$ cat src/rtl/microcode_sequencer.sv
// Microcode sequencer for the BasicCPU.
// Holds several loadable microprograms in one word-addressed store and issues
// one of them to the CPU over a valid/ready handshake. Flagged words get the
// run argument patched into their low bits. The CPU may skip the next word.
module microcode_sequencer #(
  parameter  int OPCODE_W  = 12,
  parameter  int DEPTH     = 128,
  parameter  int NUM_PROGS = 4,
  parameter  int ARG_W     = 4,
  localparam int ADDR_W    = $clog2(DEPTH),
  localparam int PSEL_W    = (NUM_PROGS > 1) ? $clog2(NUM_PROGS) : 1
) (
  input  logic                clk,
  input  logic                reset,
  input  logic                ld_we,
  input  logic [ADDR_W-1:0]   ld_addr,
  input  logic [OPCODE_W:0]   ld_data,
  input  logic                tbl_we,
  input  logic [PSEL_W-1:0]   tbl_idx,
  input  logic [ADDR_W-1:0]   tbl_first,
  input  logic [ADDR_W-1:0]   tbl_last,
  input  logic                start,
  input  logic [PSEL_W-1:0]   prog_sel,
  input  logic [ARG_W-1:0]    arg,
  input  logic                abort,
  output logic                op_valid,
  input  logic                op_ready,
  output logic [OPCODE_W-1:0] opcode,
  input  logic                skip,
  output logic                busy,
  output logic                done,
  output logic                err
);

  localparam logic [1:0] S_IDLE  = 2'd0;
  localparam logic [1:0] S_FETCH = 2'd1;
  localparam logic [1:0] S_ISSUE = 2'd2;
  localparam logic [1:0] S_DONE  = 2'd3;

  // Bits of the opcode that the argument replaces in flagged words. The shift
  // form still yields all ones when ARG_W equals OPCODE_W.
  localparam logic [OPCODE_W-1:0] ARG_MASK = (OPCODE_W'(1) << ARG_W) - OPCODE_W'(1);

  logic [1:0]          state;
  logic [ADDR_W-1:0]   pc;
  logic [ADDR_W-1:0]   last_q;
  logic [ARG_W-1:0]    arg_q;

  logic [OPCODE_W:0]   mem [DEPTH];
  logic [ADDR_W-1:0]   tbl_first_q [NUM_PROGS];
  logic [ADDR_W-1:0]   tbl_last_q  [NUM_PROGS];
  logic [NUM_PROGS-1:0] tbl_valid_q;

  logic                sel_in_range;
  logic                start_ok;
  logic [ADDR_W:0]     pc_next;
  logic [OPCODE_W:0]   word;
  logic [OPCODE_W-1:0] patched;

  assign busy = (state != S_IDLE);
  assign done = (state == S_DONE);

  // Store writes; only accepted while idle so a running program never changes.
  // NOTE: the store has no reset -- clearing a RAM array prevents block-RAM
  // inference, and its contents are defined as undefined until written.
  always_ff @(posedge clk) begin
    if (ld_we && !busy) begin
      mem[ld_addr] <= ld_data;
    end
  end

  // Program table: entries come up invalid and become valid when written while idle.
  always_ff @(posedge clk or negedge reset) begin
    if (!reset) begin
      for (int i = 0; i < NUM_PROGS; i++) begin
        tbl_first_q[i] <= '0;
        tbl_last_q[i]  <= '0;
      end
      tbl_valid_q <= '0;
    end else if (tbl_we && !busy) begin
      tbl_first_q[tbl_idx] <= tbl_first;
      tbl_last_q[tbl_idx]  <= tbl_last;
      tbl_valid_q[tbl_idx] <= 1'b1;
    end
  end

  // Start qualification, next word address and argument patching.
  // NOTE: every signal gets a default at the top of always_comb so no path
  // leaves one unassigned, which would otherwise infer a latch.
  always_comb begin
    sel_in_range = ({1'b0, prog_sel} < (PSEL_W + 1)'(NUM_PROGS));
    start_ok     = 1'b0;
    if (sel_in_range) begin
      start_ok = tbl_valid_q[prog_sel] && (tbl_first_q[prog_sel] <= tbl_last_q[prog_sel]);
    end
    // One extra bit so a step past the top of the store cannot wrap below last.
    pc_next = {1'b0, pc} + (skip ? (ADDR_W + 1)'(2) : (ADDR_W + 1)'(1));
    word    = mem[pc];
    patched = word[OPCODE_W-1:0];
    if (word[OPCODE_W]) begin
      patched = (word[OPCODE_W-1:0] & ~ARG_MASK) | (OPCODE_W'(arg_q) & ARG_MASK);
    end
  end

  // Sequencing FSM; the opcode register doubles as the store's read register.
  // NOTE: state registers use non-blocking assignments so every flop samples
  // the pre-edge values regardless of statement order.
  always_ff @(posedge clk or negedge reset) begin
    if (!reset) begin
      state    <= S_IDLE;
      pc       <= '0;
      last_q   <= '0;
      arg_q    <= '0;
      op_valid <= 1'b0;
      opcode   <= '0;
      err      <= 1'b0;
    end else begin
      err <= 1'b0;
      if (abort && busy) begin
        // Abort wins over a same-cycle handshake; that opcode counts as taken.
        state    <= S_IDLE;
        op_valid <= 1'b0;
      end else begin
        case (state)
          S_IDLE: begin
            if (start) begin
              if (start_ok) begin
                pc     <= tbl_first_q[prog_sel];
                last_q <= tbl_last_q[prog_sel];
                arg_q  <= arg;
                state  <= S_FETCH;
              end else begin
                err <= 1'b1;
              end
            end
          end
          S_FETCH: begin
            opcode   <= patched;
            op_valid <= 1'b1;
            state    <= S_ISSUE;
          end
          S_ISSUE: begin
            if (op_ready) begin
              op_valid <= 1'b0;
              if (pc_next > {1'b0, last_q}) begin
                state <= S_DONE;
              end else begin
                pc    <= pc_next[ADDR_W-1:0];
                state <= S_FETCH;
              end
            end
          end
          S_DONE: begin
            state <= S_IDLE;
          end
          default: begin
            state <= S_IDLE;
          end
        endcase
      end
    end
  end

endmodule

$ cat config.mk
export PLATFORM = sky130hd
export DESIGN_NAME = microcode_sequencer
export DESIGN_NICKNAME = d
export VERILOG_FILES = /design/src/rtl/microcode_sequencer.sv
export SDC_FILE = /design/constraint.sdc
export NUM_CORES = 2
export LEC_CHECK = 0
export CAP_MARGIN = 15
export CORE_MARGIN = 1
export CORE_UTILIZATION = 63
export CTS_CLUSTER_DIAMETER = 120
export CTS_CLUSTER_SIZE = 12
export DETAILED_ROUTE_END_ITERATION = 8
export PLACE_DENSITY = 0.8
export SYNTH_ARGS = -nofsm -noshare
export SYNTH_HDL_FRONTEND = slang
export SYNTH_SLANG_ARGS = --single-unit
$ cat constraint.sdc
create_clock -name clk -period 4.1 [get_ports clk]
set_input_delay 0.82 -clock clk [delete_from_list [all_inputs] [get_ports clk]]
set_output_delay 0.82 -clock clk [all_outputs]
set_load 0.005 [all_outputs]
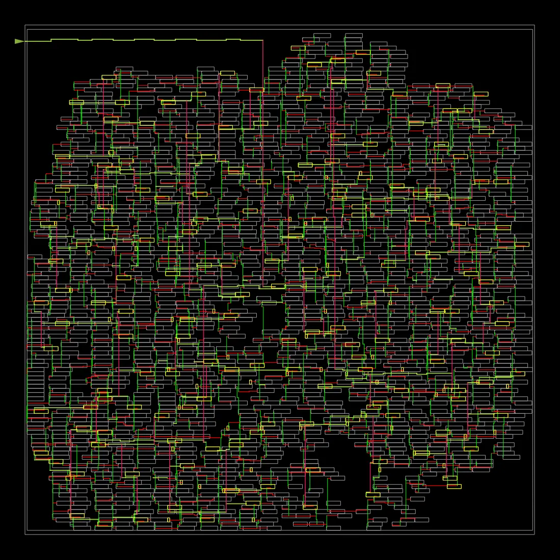
(the clock network)
Seq cells: 1758
clkbuf count: 223

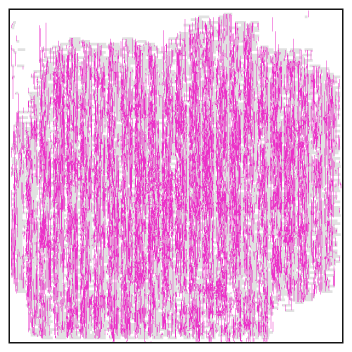
(met2 routing)
Scale: 1 px per µm.
longest straight run = 110 µm
main direction = vertical
wire length on this layer = 83.1 mm
nets with wire on the layer = 3345
Via Count: 35326
aggregate routed wire length: 172000 µm
GRT met2 Usage: 0.504

==> impl_metrics.json <==
{
  "status": "finished clean",
  "power_density_nw_per_um2": 628,
  "pre_cts_ws_ns": -0.0941,
  "cts_tree": "built",
  "syn_nets": 3239,
  "io_buffers": 65,
  "syn_inst": 3172,
  "post_cts_resize_count": 0,
  "finalCritPeriodShare": 0.905,
  "setup_viol": 0,
  "flop_cell": "edfxtp_1",
  "cts_num_sinks": 1758,
  "top_layer_used": "met5",
  "path_class": "reg -> reg",
  "fmax_mhz": 270,
  "grt_max_degree": 129,
  "clk_pin_slew_ns": 0.06,
  "yosys_cells": 3172,
  "drc_errors": 0,
  "grt_setup_unrepaired": "no",
  "fp-utilization": 0.638,
  "fp.dieW_um": 332,
  "ctsLongestPathBuffers": 3,
  "grt_first_pass_wirelength_um": 250000,
  "wl_per_cell_um": 34.7,
  "grt_pass1_vias": 36092,
  "std_cell_rows": 120,
  "top_cell_area_share": 0.728,
  "cp-start-kind": "register",
  "pin_count": 66,
  "fin_skew_ns": 0.0276
}
## layer usage
layer  vias up  global-route usage
met5         -                   0
met4        14               0.143
met3       505              0.0723
met2      2857               0.504
met1     18106               0.430
li1      13844                   -
## final cells by class
cell class | count | area [µm²]
antenna | 4 | 10.0
timing repair buffer | 335 | 2920
tap | 1403 | 1760
clock inverter | 5 | 51.3
multi-input combinational | 1215 | 15200
sequential | 1758 | 52300
fill | 5854 | 30700
clock buffer | 223 | 4410
inverter | 24 | 92.6
## synthesized netlist by cell type (10+ instances only)
master and number:
a211oi_1 11, a21o_1 10, a21oi_1 16, a221oi_1 32, a22oi_1 25, buf_1 18, buf_2 25, buf_4 26
buf_6 23, clkbuf_1 78, dfrtp_1 94, edfxtp_1 1664, ha_1 16, inv_1 23, mux2_2 95, mux2i_1 73
mux4_2 435, nand2_1 71, nand2b_1 10, nand3_1 31, nand4_1 13, nor2_1 154, nor2b_1 17, nor3_1 13
nor4_1 18, o21ai_0 60, o22ai_1 39
## flip-flops by register name, summed over array words and instances, names as in the netlist
register     count
opcode          12
err              1
state            2
pc               7
op_valid         1
tbl_last_q      28
last_q           7
tbl_valid_q      4
tbl_first_q     28
arg_q            4
mem           1664
## final timing paths
| check | startpoint | endpoint | slack, ns | depth (start not counted) |
|---|---|---|---|---|
| max in group asynchronous | reset | tbl_first_q[24] | 2.91 | 2 |
| min in group clk | tbl_valid_q[0] | tbl_valid_q[0] | 0.47 | 1 |
| min | reset | tbl_last_q[27] | 0.18 | 1 |
| min reg2reg | tbl_valid_q[0] | tbl_valid_q[0] | 0.47 | 1 |
| max reg2reg | pc[2] | opcode[2] | 0.39 | 7 |
| max | pc[2] | opcode[2] | 0.39 | 7 |
## power by group
group	internal [mW]	switching (mW)	total (mW)
clock network	7.40	6.20	13.6
logic	6.27	7.55	13.8
registers	20.1	0.640	20.8
## kinds of logic after synthesis
logic type               count (synthesis)  synth area share
flip-flops                            1758             0.763
adder cells (fa/ha/maj)                 17           0.00321
buffers and inverters                  199            0.0162
AND-OR/OR-AND                          223            0.0216
AND/OR/NAND/NOR                        362            0.0246
multiplexers                           608             0.171
XOR/XNOR                                 5          0.000638
## through the flow
stage | TNS, ns | utilization | instances
5_1_grt | 0 | 0.714 | 4966
3_3_place_gp | 0 | 0.672 | 4733
4_1_cts | 0 | 0.714 | 4961
3_5_place_dp | -0.473 | 0.672 | 4733
2_1_floorplan | 0 | - | 3172
6_report | 0 | 0.714 | 4967
No activity file was given, so power comes from the tool's default toggle rates.
